==> src/rtl/regfile_param.sv <==
// Parametrised register file: NUM_RD combinational read ports, one write port, self-clearing after reset.
// Optional write-through forwarding to the read ports is enabled by defining REGFILE_BYPASS_EN.
module regfile_param #(
    parameter int DATA_W   = 32,
    parameter int ADDR_W   = 5,
    parameter int NUM_RD   = 2,
    parameter int ZERO_REG = 1
) (
    input  logic                       clk,
    input  logic                       reset,
    input  logic [NUM_RD*ADDR_W-1:0]   rd_addr,
    output logic [NUM_RD*DATA_W-1:0]   rd_data,
    input  logic                       wr_en,
    input  logic [ADDR_W-1:0]          wr_addr,
    input  logic [DATA_W-1:0]          wr_data,
    input  logic                       TimerIntrpt,
    input  logic                       intrpt,
    output logic                       init_busy,
    output logic                       wr_drop
);

    localparam int                DEPTH     = 1 << ADDR_W;
    localparam logic [ADDR_W-1:0] LAST_IDX  = {ADDR_W{1'b1}};
    localparam bit                HARD_ZERO = (ZERO_REG != 0);

    typedef enum logic {
        CLEAR = 1'b0,
        RUN   = 1'b1
    } state_t;

    state_t              state_q, state_d;
    logic [ADDR_W-1:0]   clr_cnt_q, clr_cnt_d;
    logic                intr_q;
    logic                wr_drop_q, wr_drop_d;
    logic [DATA_W-1:0]   mem_q [DEPTH];

    logic                wr_to_zero;
    logic                wr_ok;

    assign wr_to_zero = HARD_ZERO && (wr_addr == '0);
    assign wr_ok      = (state_q == RUN) && wr_en && !TimerIntrpt && !intrpt
                        && !intr_q && !wr_to_zero;

    always_comb begin
        state_d   = state_q;
        clr_cnt_d = clr_cnt_q;
        wr_drop_d = wr_en && !wr_ok && !wr_to_zero;
        if (state_q == CLEAR) begin
            clr_cnt_d = clr_cnt_q + 1'b1;
            if (clr_cnt_q == LAST_IDX) begin
                state_d = RUN;
            end
        end
    end

    always_ff @(posedge clk or posedge reset) begin
        if (reset) begin
            state_q   <= CLEAR;
            clr_cnt_q <= '0;
            intr_q    <= 1'b0;
            wr_drop_q <= 1'b0;
        end else begin
            state_q   <= state_d;
            clr_cnt_q <= clr_cnt_d;
            intr_q    <= TimerIntrpt | intrpt;
            wr_drop_q <= wr_drop_d;
        end
    end

    // Storage has no reset; the clear sequencer zeroes it one entry per cycle.
    always_ff @(posedge clk) begin
        if (state_q == CLEAR) begin
            mem_q[clr_cnt_q] <= '0;
        end else if (wr_ok) begin
            mem_q[wr_addr] <= wr_data;
        end
    end

    for (genvar p = 0; p < NUM_RD; p++) begin : g_rd
        logic [ADDR_W-1:0] addr;
        logic [DATA_W-1:0] data;

        assign addr = rd_addr[p*ADDR_W +: ADDR_W];

        always_comb begin
            data = mem_q[addr];
`ifdef REGFILE_BYPASS_EN
            if (wr_ok && (addr == wr_addr)) begin
                data = wr_data;
            end
`endif
            if ((state_q == CLEAR) || (HARD_ZERO && (addr == '0))) begin
                data = '0;
            end
        end

        assign rd_data[p*DATA_W +: DATA_W] = data;
    end

    assign init_busy = (state_q == CLEAR);
    assign wr_drop   = wr_drop_q;

endmodule

==> config.mk <==
export PLATFORM = sky130hd
export DESIGN_NAME = regfile_param
export DESIGN_NICKNAME = d
export VERILOG_FILES = /design/src/rtl/regfile_param.sv
export SDC_FILE = /design/constraint.sdc
export NUM_CORES = 1
export LEC_CHECK = 0
export CAP_MARGIN = 5
export CORE_AREA = 5 5 286 288
export CTS_CLUSTER_DIAMETER = 80
export DETAILED_ROUTE_END_ITERATION = 8
export DIE_AREA = 0 0 291 293
export MAX_ROUTING_LAYER = met4
export PLACE_DENSITY = 0.83
export SYNTH_ARGS = -nofsm -noshare
export SYNTH_HDL_FRONTEND = slang
export SYNTH_SLANG_ARGS = --single-unit
==> constraint.sdc <==
create_clock -name clk -period 4.8 [get_ports clk]
set_clock_uncertainty 0.1 [all_clocks]
set_input_delay 0.96 -clock clk [delete_from_list [all_inputs] [get_ports clk]]
set_output_delay 0.96 -clock clk [all_outputs]
set_load 0.1 [all_outputs]
Zoomed window:
Window x 130 to 160, y 73 to 103 um. Cells in gray, sequential cells in the stronger gray; small squares are vias.
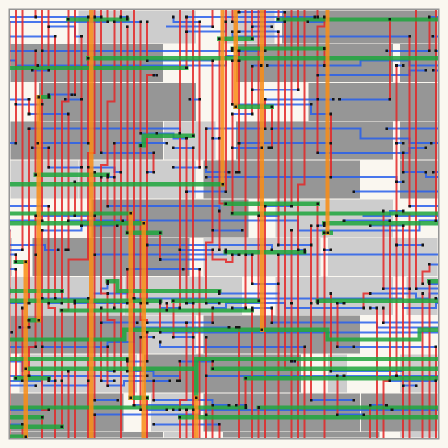
| color | layer |
|---|---|
| orange | met4 |
| red | met2 |
| green | met3 |
| blue | met1 |
most frequent: edfxtp_1 (15), mux4_2 (8), mux2i_1 (3)
sequential cells in the window: 15
netlist names of flops here include: mem_q (15)
cells with their middle in the window: 31

Congestion heat map:
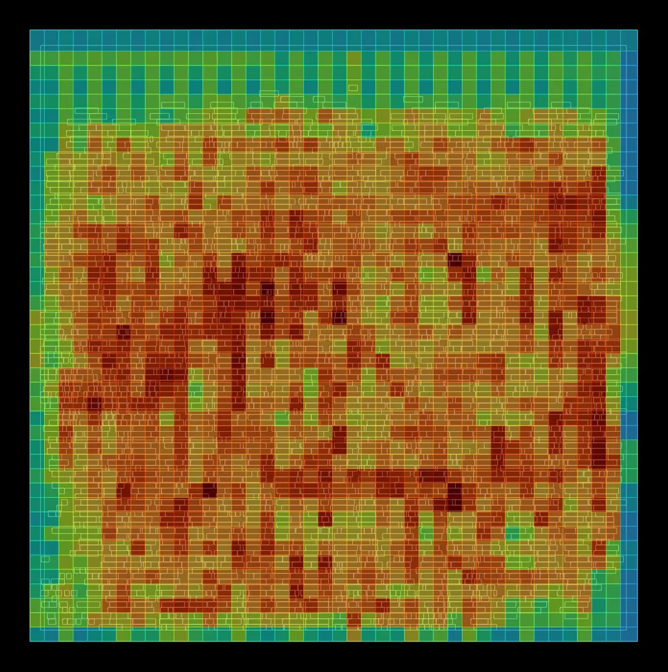
grt peak-use layer: met2
wire per inst: 37.03 um
met1 Use GR: 43.32%
met2 Use GR: 51.61%

==> flow_summary.toml <==
# yosys + openroad results
[clock_tree]
cts_buffers = 100
cts_sinks = 1032
cts_setup_buffers = 0
clkTransAtPathRegs_ps = 70
cts_tree = "yes"

[worst_setup_path]
crit_fanout = 32
critPathMaxStageDelay_ps = 600
r2r_start = "state_q"
arrival_ps = 3640
r2r_slack_ps = 1150

[floorplan]
chipWidth_um = 291
dieHeight_um = 293

[routing]
wirelength_um = 139500
wl_met2_um = 66810
dr.pass1.iters = 6
wl_met3_um = 20020

[synth]
synth.largest_area_cell = "edfxtp_1"
yosysTopAreaCellShare_pct = 63.68
syn-cell-area_um2 = 48290
synth.cellmix.simpleShare_pct = 2.570
synth_cells = 2446
ys_seq_share_pct = 64.09
xor_share_pct = 0.05441
synthMuxAreaShare_pct = 27.54
topCellsByArea = "edfxtp_1, mux4_2, mux2i_1, buf_2, a22oi_1"
synth-edff-count = 1024
syn_area_per_cell_um2 = 19.74
synth.most_common_cell = "edfxtp_1"
synth_cell_type_count = 51
ys_cells = 2446

[place]
dp.cells = 3585

[outcome]
outcome = "complete, no violations"

[cells_and_area]
n_antenna_cell = 2
clk_share_pct = 5.752
inv_count = 6
num-nonclk-buffers = 279
largestClassByArea = "flip-flops and latches"
nFillCells = 4473
nonClkBufAreaFrac_pct = 6.368
largest_register_ffs = 1024

[job]
warnings = 28
cap_viol_max_count = 0

[final_timing]
slew_viol_final = 0
final.setup.tns_ps = 0
setup_violations = 0
slew-limit-headroom_pct = 16.80
Gate families picked out:
Drawn at 2 px/um.
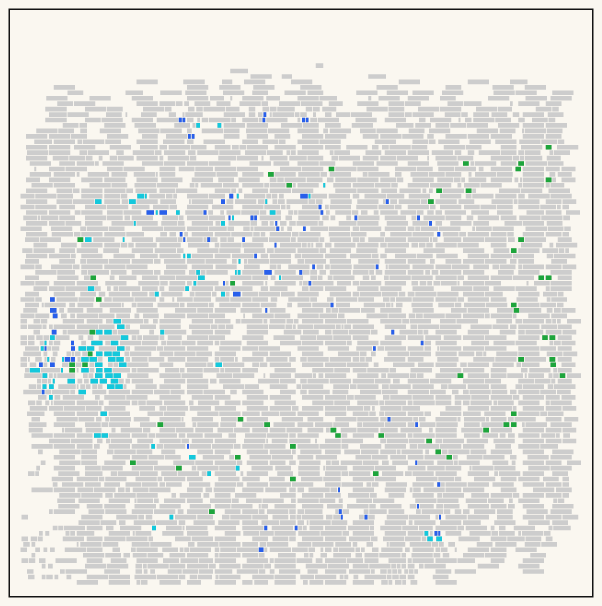
| color | family | cells | most used |
|---|---|---|---|
| blue | NAND gates | 73 | nand3_1 |
| cyan | NOR gates | 89 | nor2_4 |
| green | AND-OR and OR-AND gates | 53 | o22a_1 |
most frequent logic cell in the layout: edfxtp_1
Post-Layout Cell Count: 3,768
logic share of the area: 29.87%

